File: config.mk
export PLATFORM = sky130hd
export DESIGN_NAME = frac_interp_3_2
export DESIGN_NICKNAME = d
export VERILOG_FILES = /design/src/rtl/dfe_interp_pkg.sv /design/src/rtl/interp_mac.sv /design/src/rtl/frac_interp_3_2.sv
export SDC_FILE = /design/constraint.sdc
export NUM_CORES = 1
export LEC_CHECK = 0
export CAP_MARGIN = 20
export CORE_MARGIN = 1
export CORE_UTILIZATION = 45
export DETAILED_ROUTE_END_ITERATION = 10
export HOLD_SLACK_MARGIN = 0.1
export PLACE_DENSITY = 0.62
export RECOVER_POWER = 100
export SKIP_CTS_REPAIR_TIMING = 1
export SYNTH_ARGS = -nofsm -noshare
export SYNTH_HDL_FRONTEND = slang
export SYNTH_SLANG_ARGS = --single-unit
File: constraint.sdc
create_clock -name clk_i -period 27.9 [get_ports clk_i]
set_clock_uncertainty 0.2 [all_clocks]
set_input_delay 5.58 -clock clk_i [delete_from_list [all_inputs] [get_ports clk_i]]
set_output_delay 5.58 -clock clk_i [all_outputs]
set_load 0.005 [all_outputs]
File: src/rtl/dfe_interp_pkg.sv
// Shared definitions for the 3/2 transmit-side fractional interpolator.
//
// Contents:
//   DATA_W, COEF_W, TAPS_PER_PHASE   default datapath sizes (Q1.15 samples and coefficients)
//   state_e                          FSM state encoding used by frac_interp_3_2
//   nextPhase()                      phase advance rule, p -> (p + 2) mod 3
//   phaseIndex()                     maps (phase, tap) to a prototype coefficient index
//   coefAt()                         24-tap prototype lowpass, Q1.15
//
// The prototype is a Hamming-windowed sinc with cutoff fs_in/2 at the 3x
// upsampled rate. Each polyphase branch h[p + 3k] sums to 32767 or 32766,
// so every phase has unity DC gain (the x3 interpolation gain is folded in).
package dfe_interp_pkg;

   localparam int DATA_W         = 16;
   localparam int COEF_W         = 16;
   localparam int TAPS_PER_PHASE = 8;
   localparam int NUM_PHASES     = 3;
   localparam int PROTO_LEN      = NUM_PHASES * TAPS_PER_PHASE;
   localparam int TAP_IDX_W      = $clog2(TAPS_PER_PHASE);
   localparam int ACC_W          = DATA_W + COEF_W + $clog2(TAPS_PER_PHASE);

   typedef enum logic [1:0] {
      ST_WAIT_IN = 2'd0,
      ST_MAC     = 2'd1,
      ST_OUT     = 2'd2,
      ST_HOLD    = 2'd3
   } state_e;

   // Output n uses phase 2n mod 3, so consecutive outputs step the phase by 2.
   function automatic logic [1:0] nextPhase(input logic [1:0] phase);
      logic [1:0] result;
      case (phase)
         2'd0:    result = 2'd2;
         2'd1:    result = 2'd0;
         default: result = 2'd1;
      endcase
      return result;
   endfunction

   // Tap k of branch p uses prototype coefficient h[p + 3k].
   function automatic logic [4:0] phaseIndex(input logic [1:0] phase,
                                             input logic [TAP_IDX_W-1:0] tap);
      return 5'(phase) + 5'(tap) * 5'd3;
   endfunction

   // Symmetric prototype: h[i] == h[23 - i].
   function automatic logic signed [COEF_W-1:0] coefAt(input logic [4:0] idx);
      logic signed [COEF_W-1:0] c;
      case (idx)
         5'd0:    c = -16'sd115;
         5'd1:    c = -16'sd344;
         5'd2:    c = -16'sd288;
         5'd3:    c =  16'sd478;
         5'd4:    c =  16'sd1517;
         5'd5:    c =  16'sd1157;
         5'd6:    c = -16'sd1707;
         5'd7:    c = -16'sd4978;
         5'd8:    c = -16'sd3667;
         5'd9:    c =  16'sd5662;
         5'd10:   c =  16'sd20188;
         5'd11:   c =  16'sd31247;
         5'd12:   c =  16'sd31247;
         5'd13:   c =  16'sd20188;
         5'd14:   c =  16'sd5662;
         5'd15:   c = -16'sd3667;
         5'd16:   c = -16'sd4978;
         5'd17:   c = -16'sd1707;
         5'd18:   c =  16'sd1157;
         5'd19:   c =  16'sd1517;
         5'd20:   c =  16'sd478;
         5'd21:   c = -16'sd288;
         5'd22:   c = -16'sd344;
         5'd23:   c = -16'sd115;
         default: c = '0;
      endcase
      return c;
   endfunction

endpackage

File: src/rtl/interp_mac.sv
// Sequential signed multiply-accumulate with round-and-saturate output stage.
//
// Ports:
//   clk_i      in   system clock
//   rst_ni     in   asynchronous active-low reset, clears the accumulator
//   clear_i    in   synchronous accumulator clear (wins over en_i)
//   en_i       in   add sample_i * coef_i into the accumulator this cycle
//   sample_i   in   signed Q1.15 sample
//   coef_i     in   signed Q1.15 coefficient
//   result_o   out  accumulator rounded to Q1.15 and clamped to the sample range (combinational)
module interp_mac #(
   parameter int DATA_WIDTH = 16,
   parameter int COEF_WIDTH = 16,
   parameter int ACC_WIDTH  = 35
) (
   input  logic                         clk_i,
   input  logic                         rst_ni,
   input  logic                         clear_i,
   input  logic                         en_i,
   input  logic signed [DATA_WIDTH-1:0] sample_i,
   input  logic signed [COEF_WIDTH-1:0] coef_i,
   output logic signed [DATA_WIDTH-1:0] result_o
);

   localparam int PROD_WIDTH = DATA_WIDTH + COEF_WIDTH;

   // Half an output LSB, added before the arithmetic shift for round-half-up.
   localparam logic signed [ACC_WIDTH-1:0] ROUND_BIAS =
      {{(ACC_WIDTH-COEF_WIDTH+1){1'b0}}, 1'b1, {(COEF_WIDTH-2){1'b0}}};
   localparam logic signed [ACC_WIDTH-1:0] SAT_MAX =
      {{(ACC_WIDTH-DATA_WIDTH+1){1'b0}}, {(DATA_WIDTH-1){1'b1}}};
   localparam logic signed [ACC_WIDTH-1:0] SAT_MIN =
      {{(ACC_WIDTH-DATA_WIDTH+1){1'b1}}, {(DATA_WIDTH-1){1'b0}}};

   logic signed [PROD_WIDTH-1:0] product;
   logic signed [ACC_WIDTH-1:0]  productExt;
   logic signed [ACC_WIDTH-1:0]  acc_q;
   logic signed [ACC_WIDTH-1:0]  rounded;
   logic signed [ACC_WIDTH-1:0]  scaled;

   // Full-precision product, sign-extended so the accumulator never wraps
   // across TAPS_PH full-scale terms.
   assign product    = sample_i * coef_i;
   assign productExt = {{(ACC_WIDTH-PROD_WIDTH){product[PROD_WIDTH-1]}}, product};

   // Accumulator: a clear always starts a fresh output, otherwise one tap per enabled cycle.
   always_ff @(posedge clk_i or negedge rst_ni) begin
      if (!rst_ni) begin
         acc_q <= '0;
      end else if (clear_i) begin
         acc_q <= '0;
      end else if (en_i) begin
         acc_q <= acc_q + productExt;
      end
   end

   // Back to Q1.15: round, drop the coefficient fraction bits, then clamp
   // instead of letting large overshoots wrap around.
   always_comb begin
      rounded = acc_q + ROUND_BIAS;
      scaled  = rounded >>> (COEF_WIDTH - 1);
      if (scaled > SAT_MAX) begin
         result_o = {1'b0, {(DATA_WIDTH-1){1'b1}}};
      end else if (scaled < SAT_MIN) begin
         result_o = {1'b1, {(DATA_WIDTH-1){1'b0}}};
      end else begin
         result_o = scaled[DATA_WIDTH-1:0];
      end
   end

endmodule

File: src/rtl/frac_interp_3_2.sv
// Transmit-side 3/2 fractional interpolator: accepts samples at fs and emits
// three outputs for every two inputs via a 3-phase polyphase FIR evaluated
// with a single sequential MAC (TAPS_PH cycles per output).
//
// Ports:
//   clk_i            in   system clock (18 MHz)
//   rst_ni           in   asynchronous active-low reset
//   filter_enable_i  in   1 = run; 0 = finish the output in progress, then hold
//   in_valid_i       in   data_in_i is valid
//   in_ready_o       out  block accepts data_in_i this cycle (registered)
//   data_in_i        in   signed Q1.15 input sample
//   out_valid_o      out  one-cycle strobe: data_out_o is new
//   data_out_o       out  signed Q1.15 output sample, held between strobes
module frac_interp_3_2
   import dfe_interp_pkg::*;
#(
   parameter int DATA_WIDTH = DATA_W,
   parameter int COEF_WIDTH = COEF_W,
   parameter int TAPS_PH    = TAPS_PER_PHASE
) (
   input  logic                         clk_i,
   input  logic                         rst_ni,
   input  logic                         filter_enable_i,
   input  logic                         in_valid_i,
   output logic                         in_ready_o,
   input  logic signed [DATA_WIDTH-1:0] data_in_i,
   output logic                         out_valid_o,
   output logic signed [DATA_WIDTH-1:0] data_out_o
);

   localparam int TAP_W     = $clog2(TAPS_PH);
   localparam int ACC_WIDTH = DATA_WIDTH + COEF_WIDTH + $clog2(TAPS_PH);

   state_e                      state_q;
   logic [1:0]                  phase_q;
   logic [1:0]                  phase_d;
   logic                        needIn_q;
   logic                        needIn_d;
   logic [TAP_W-1:0]            tap_q;
   logic signed [DATA_WIDTH-1:0] delayLine_q [TAPS_PH];
   logic                        inReady_q;
   logic                        outValid_q;
   logic signed [DATA_WIDTH-1:0] dataOut_q;

   logic                        accept;
   logic                        macClear;
   logic                        macEn;
   logic signed [DATA_WIDTH-1:0] macSample;
   logic signed [COEF_WIDTH-1:0] macCoef;
   logic signed [DATA_WIDTH-1:0] macResult;

   // Handshake, phase bookkeeping and the coefficient/sample mux for the
   // current tap. A phase-0 output is always followed by a phase-2 output on
   // the same input, which is why only phases 1 and 2 demand a new sample.
   always_comb begin
      accept    = 1'b0;
      phase_d   = nextPhase(phase_q);
      needIn_d  = (phase_q != 2'd0);
      macClear  = 1'b0;
      macEn     = 1'b0;
      macSample = delayLine_q[tap_q];
      macCoef   = coefAt(phaseIndex(phase_q, tap_q));
      if (state_q == ST_WAIT_IN && needIn_q && inReady_q && in_valid_i) begin
         accept = 1'b1;
      end
      if (accept || state_q == ST_OUT) begin
         macClear = 1'b1;
      end
      if (state_q == ST_MAC) begin
         macEn = 1'b1;
      end
   end

   interp_mac #(
      .DATA_WIDTH (DATA_WIDTH),
      .COEF_WIDTH (COEF_WIDTH),
      .ACC_WIDTH  (ACC_WIDTH)
   ) u_mac (
      .clk_i    (clk_i),
      .rst_ni   (rst_ni),
      .clear_i  (macClear),
      .en_i     (macEn),
      .sample_i (macSample),
      .coef_i   (macCoef),
      .result_o (macResult)
   );

   // Control FSM with registered handshake outputs. filter_enable_i only gates
   // new acceptances and new MAC starts; an output already in progress always
   // completes and strobes. The accumulator is cleared in OUT, so a later
   // HOLD -> MAC restart begins from zero.
   always_ff @(posedge clk_i or negedge rst_ni) begin
      if (!rst_ni) begin
         state_q    <= ST_WAIT_IN;
         phase_q    <= 2'd0;
         needIn_q   <= 1'b1;
         tap_q      <= '0;
         inReady_q  <= 1'b0;
         outValid_q <= 1'b0;
         dataOut_q  <= '0;
         for (int k = 0; k < TAPS_PH; k++) begin
            delayLine_q[k] <= '0;
         end
      end else begin
         outValid_q <= 1'b0;
         case (state_q)
            ST_WAIT_IN: begin
               if (accept) begin
                  delayLine_q[0] <= data_in_i;
                  for (int k = TAPS_PH - 1; k > 0; k--) begin
                     delayLine_q[k] <= delayLine_q[k-1];
                  end
                  tap_q     <= '0;
                  inReady_q <= 1'b0;
                  state_q   <= ST_MAC;
               end else begin
                  inReady_q <= filter_enable_i;
               end
            end
            ST_MAC: begin
               if (tap_q == TAP_W'(TAPS_PH - 1)) begin
                  tap_q   <= '0;
                  state_q <= ST_OUT;
               end else begin
                  tap_q <= tap_q + 1'b1;
               end
            end
            ST_OUT: begin
               dataOut_q  <= macResult;
               outValid_q <= 1'b1;
               phase_q    <= phase_d;
               needIn_q   <= needIn_d;
               tap_q      <= '0;
               if (needIn_d) begin
                  inReady_q <= filter_enable_i;
                  state_q   <= ST_WAIT_IN;
               end else if (filter_enable_i) begin
                  state_q <= ST_MAC;
               end else begin
                  state_q <= ST_HOLD;
               end
            end
            ST_HOLD: begin
               if (filter_enable_i) begin
                  tap_q   <= '0;
                  state_q <= ST_MAC;
               end
            end
            default: begin
               state_q <= ST_WAIT_IN;
            end
         endcase
      end
   end

   assign in_ready_o  = inReady_q;
   assign out_valid_o = outValid_q;
   assign data_out_o  = dataOut_q;

endmodule

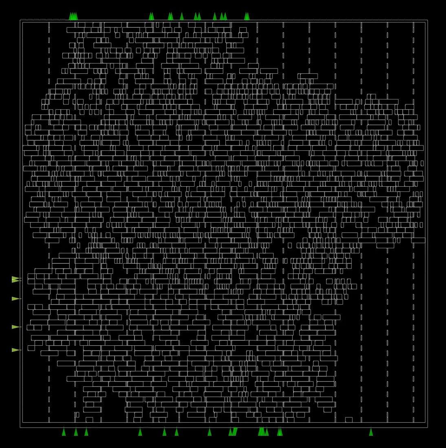
final_placement.png
number of fill cells in the layout: 4194
core area: 0.04528 mm2
filler-free cell count of the finished design: 2620

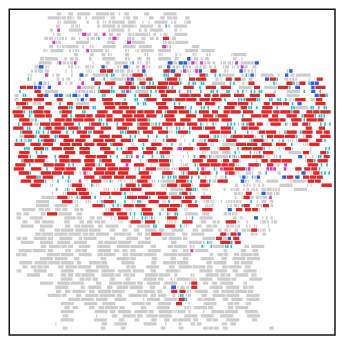
gate_families.png
Drawn at 1.5 px/um.
magenta -> AND and OR gates  # cells 39
blue -> AND-OR and OR-AND gates  # cells 50, most used a21o_1
cyan -> inverters  # cells 370, most used inv_1
red -> adder and majority cells  # cells 436, most used fa_1
highest-count logic cell in the final layout: sky130_fd_sc_hd__inv_1
combinational share of cell area: 63.54%

==> results_tabular.tex <==
% Generated from flow reports
\begin{tabular}{lr}
\hline
Metric & Value \\
\hline
\multicolumn{2}{l}{\textbf{Status}} \\
Result of the run & finished, violations left \\
Failing checks & max-capacitance violations, max-slew violations \\
\multicolumn{2}{l}{\textbf{Final timing}} \\
Final Max-Slew Violation Tally & 429 \\
Setup total negative slack & 0 ps \\
RSZ-0062 raised after global routing & no \\
Slew of the pin with the lowest slew margin & approximately 5200 ps \\
Shortest period the worst path allows & around 12000 ps \\
Highest achievable clock rate & 0.08152 GHz \\
Final worst-path cycle share & 43.97\% \\
Relative slew slack & -247.1\% \\
\multicolumn{2}{l}{\textbf{Floorplanning}} \\
Area enclosed by the die boundary & 0.04670 mm2 \\
Core Density at Floorplan & 45.55\% \\
Chip height & between 200 and 250 um \\
Total I/O pin count & 38 \\
Row cnt & approximately 78 \\
\multicolumn{2}{l}{\textbf{Logic synthesis}} \\
EDFF count, synth & 0 \\
Syn Std Cell Area & 0.02063 mm2 \\
Commonest cells in the netlist & 370 x sky130\_fd\_sc\_hd\_\_inv\_1, 313 x sky130\_fd\_sc\_hd\_\_fa\_1, 189 x sky130\_fd\_sc\_hd\_\_nor2\_1 \\
Count of different cell masters after synthesis & 70 \\
Post-synthesis cell type with the largest instance count & sky130\_fd\_sc\_hd\_\_inv\_1 \\
Largest area contributor in the synthesized netlist & sky130\_fd\_sc\_hd\_\_fa\_1 \\
Syn Area/Cell & about 10 um2 \\
Synth Seq Share & between 20\% and 30\% \\
Post-synth ARST share & 100.0\% \\
Total cells reported by yosys after synthesis & roughly 2000 \\
Synthesized instance count & roughly 2000 \\
Dominant Register Cell & sky130\_fd\_sc\_hd\_\_dfrtp\_1 \\
Top cells by area & sky130\_fd\_sc\_hd\_\_fa\_1 30\%, sky130\_fd\_sc\_hd\_\_dfrtp\_1 23\%, sky130\_fd\_sc\_hd\_\_mux2\_2 7.8\% \\
Synthesis warning total & 0 \\
Post-synth net total & $\sim$2400 \\
\multicolumn{2}{l}{\textbf{CTS}} \\
Root buffer cell & sky130\_fd\_sc\_hd\_\_clkbuf\_16 \\
Number of CTS-inserted buffers & 17 \\
Number of levels in the clock H-tree & 4 \\
Maximum count of clock buffers along a single path & 2 \\
CTS Sinks & 189 \\
Clock Pin Slew Worst Setup and Hold Paths & about 90 ps \\
TritonCTS clock tree & yes \\
\multicolumn{2}{l}{\textbf{Finish}} \\
Cell class with the largest area share & logic gates \\
Bufs w/o clock & approximately 73 \\
Num sequential & $\sim$190 \\
Share of the final layout cell area in sequential cells & a little over a fifth \\
Post-route cell area & $\sim$0.022 mm2 \\
Non-clock inverters & $\sim$370 \\
Sequential cell area in the final layout & roughly 0.0047 mm2 \\
Signal buffers share of area & between 2 and 3\% \\
Number of antenna cells inserted & 0 \\
Area Overhead vs Synth & 8.206\% \\
Fraction of final layout cells sized beyond drive strength 1 & between 10\% and 20\% \\
Clock tree buffer count of the final layout & 17 \\
Nets & between 2000 and 2500 \\
\multicolumn{2}{l}{\textbf{Global route}} \\
Number of antenna violations at the first check in global routing & 0 \\
Global-route wire length before repair & just under 80000 um \\
Overall overflow remaining after global route & 0 \\
Maximum number of pins on one net before global-route repair & 127 \\
Via count of the first global-routing pass & 15320 \\
\multicolumn{2}{l}{\textbf{Drt}} \\
Drt initial violations & 742 \\
Residual DRC & 0 \\
Total via count in the routed design & 14220 \\
Length of the first detailed-routing pass in iterations & 5 \\
\multicolumn{2}{l}{\textbf{Place}} \\
\# port buffers & 37 \\
Area after detailed placement & 0.02172 mm2 \\
Half-perimeter wire length of the detailed placement result & roughly 36000 um \\
\multicolumn{2}{l}{\textbf{Setup path}} \\
Required time at the endpoint of the critical path & roughly 28000 ps \\
Max stage delay on crit path & 2090 ps \\
Critical path class & reg -> reg \\
Buf+Inv Stages, Crit Path & 8 \\
Worst setup path startpoint & tap\_q[0] \\
Worst R2R Setup Slack & 15630 ps \\
Crit path depth & 31 \\
Arrival time reported for the critical path endpoint & roughly 12000 ps \\
Critical path destination & u\_mac.acc\_q[27] \\
Category of cells accounting for the largest share of critical-path delay & adder cells \\
Cell seen most often among critical-path stages & sky130\_fd\_sc\_hd\_\_fa\_1 \\
Critical Path Slowest Stage Cell & sky130\_fd\_sc\_hd\_\_clkbuf\_1 \\
Startpoint Class & register \\
\multicolumn{2}{l}{\textbf{Run}} \\
Number of warning messages in the logs & 38 \\
Max-Cap Viols & 8 \\
\multicolumn{2}{l}{\textbf{Worst hold path}} \\
Worst min-delay path class & reg -> reg \\
Hold EP & phase\_q[0] \\
Worst hold path cell count & 2 \\
\hline
\end{tabular}
## through the flow
stage / hold WS (ps) / instances / setup WS, ps
6_report: 276.2 / 2620 / 15630
5_1_grt: 315.7 / 2620 / 14600
4_1_cts: 281.8 / 2614 / 17920
3_5_place_dp: 267.8 / 2582 / 17940
3_3_place_gp: 262.9 / 2580 / 18150
2_1_floorplan: 249.8 / 1987 / 18050
## kinds of logic after synthesis
family	count (synthesis)	synth area share, %
simple gates	459	9.577
buf+inv	442	8.122
fa+ha+maj	436	37.84
compound gates	211	6.854
mux	198	12.47
flops	189	22.93
xor+xnor	52	2.208
## state kept, by name, indices dropped and copies added, names as in the netlist, 2 cells and up
signal       flops
data_out_o      16
delayLine_q    128
phase_q          2
state_q          2
tap_q            3
u_mac.acc_q     35
## worst reg2reg max path: cells and delay by family, from the launching register on
kind	cells	cell delay [ps]
AND/OR/NAND/NOR	4	690
XOR/XNOR	2	320
adder cells (fa/ha/maj)	10	4760
AND-OR/OR-AND	7	2730
buffers and inverters	8	3090
flip-flops	1	350
## layout by cell type, fill, tap and decap left out, types with 9 or more instances in the layout
master | Yosys | final
sky130_fd_sc_hd__nand2b_1 | 9 | 9
sky130_fd_sc_hd__xor2_1 | 26 | 26
sky130_fd_sc_hd__nand2_1 | 171 | 171
sky130_fd_sc_hd__fa_1 | 313 | 313
sky130_fd_sc_hd__xnor2_1 | 26 | 26
sky130_fd_sc_hd__a21o_1 | 22 | 22
sky130_fd_sc_hd__clkdlybuf4s50_1 | 0 | 17
sky130_fd_sc_hd__dlygate4sd3_1 | 0 | 19
sky130_fd_sc_hd__buf_4 | 1 | 25
sky130_fd_sc_hd__inv_1 | 370 | 370
sky130_fd_sc_hd__o22ai_1 | 16 | 16
sky130_fd_sc_hd__and3_1 | 10 | 10
sky130_fd_sc_hd__o21ai_0 | 45 | 49
sky130_fd_sc_hd__ha_1 | 123 | 123
sky130_fd_sc_hd__nor2_1 | 189 | 190
sky130_fd_sc_hd__a21oi_1 | 44 | 45
sky130_fd_sc_hd__mux4_2 | 33 | 33
sky130_fd_sc_hd__mux2_2 | 142 | 142
sky130_fd_sc_hd__and2_1 | 10 | 10
sky130_fd_sc_hd__mux2i_1 | 23 | 23
sky130_fd_sc_hd__clkbuf_16 | 0 | 17
sky130_fd_sc_hd__nand3_1 | 20 | 20
sky130_fd_sc_hd__clkbuf_1 | 56 | 9
sky130_fd_sc_hd__a31oi_1 | 10 | 10
sky130_fd_sc_hd__a211oi_1 | 10 | 10
sky130_fd_sc_hd__dfrtp_1 | 188 | 187
## per-layer routing
metal / global-route usage, % / part of all wire, %
met3: 2.849 / 5.0
met2: 37.14 / 51
met4: 7.793 / 3.1
met1: 27.25 / 41
met5: 0 / 0
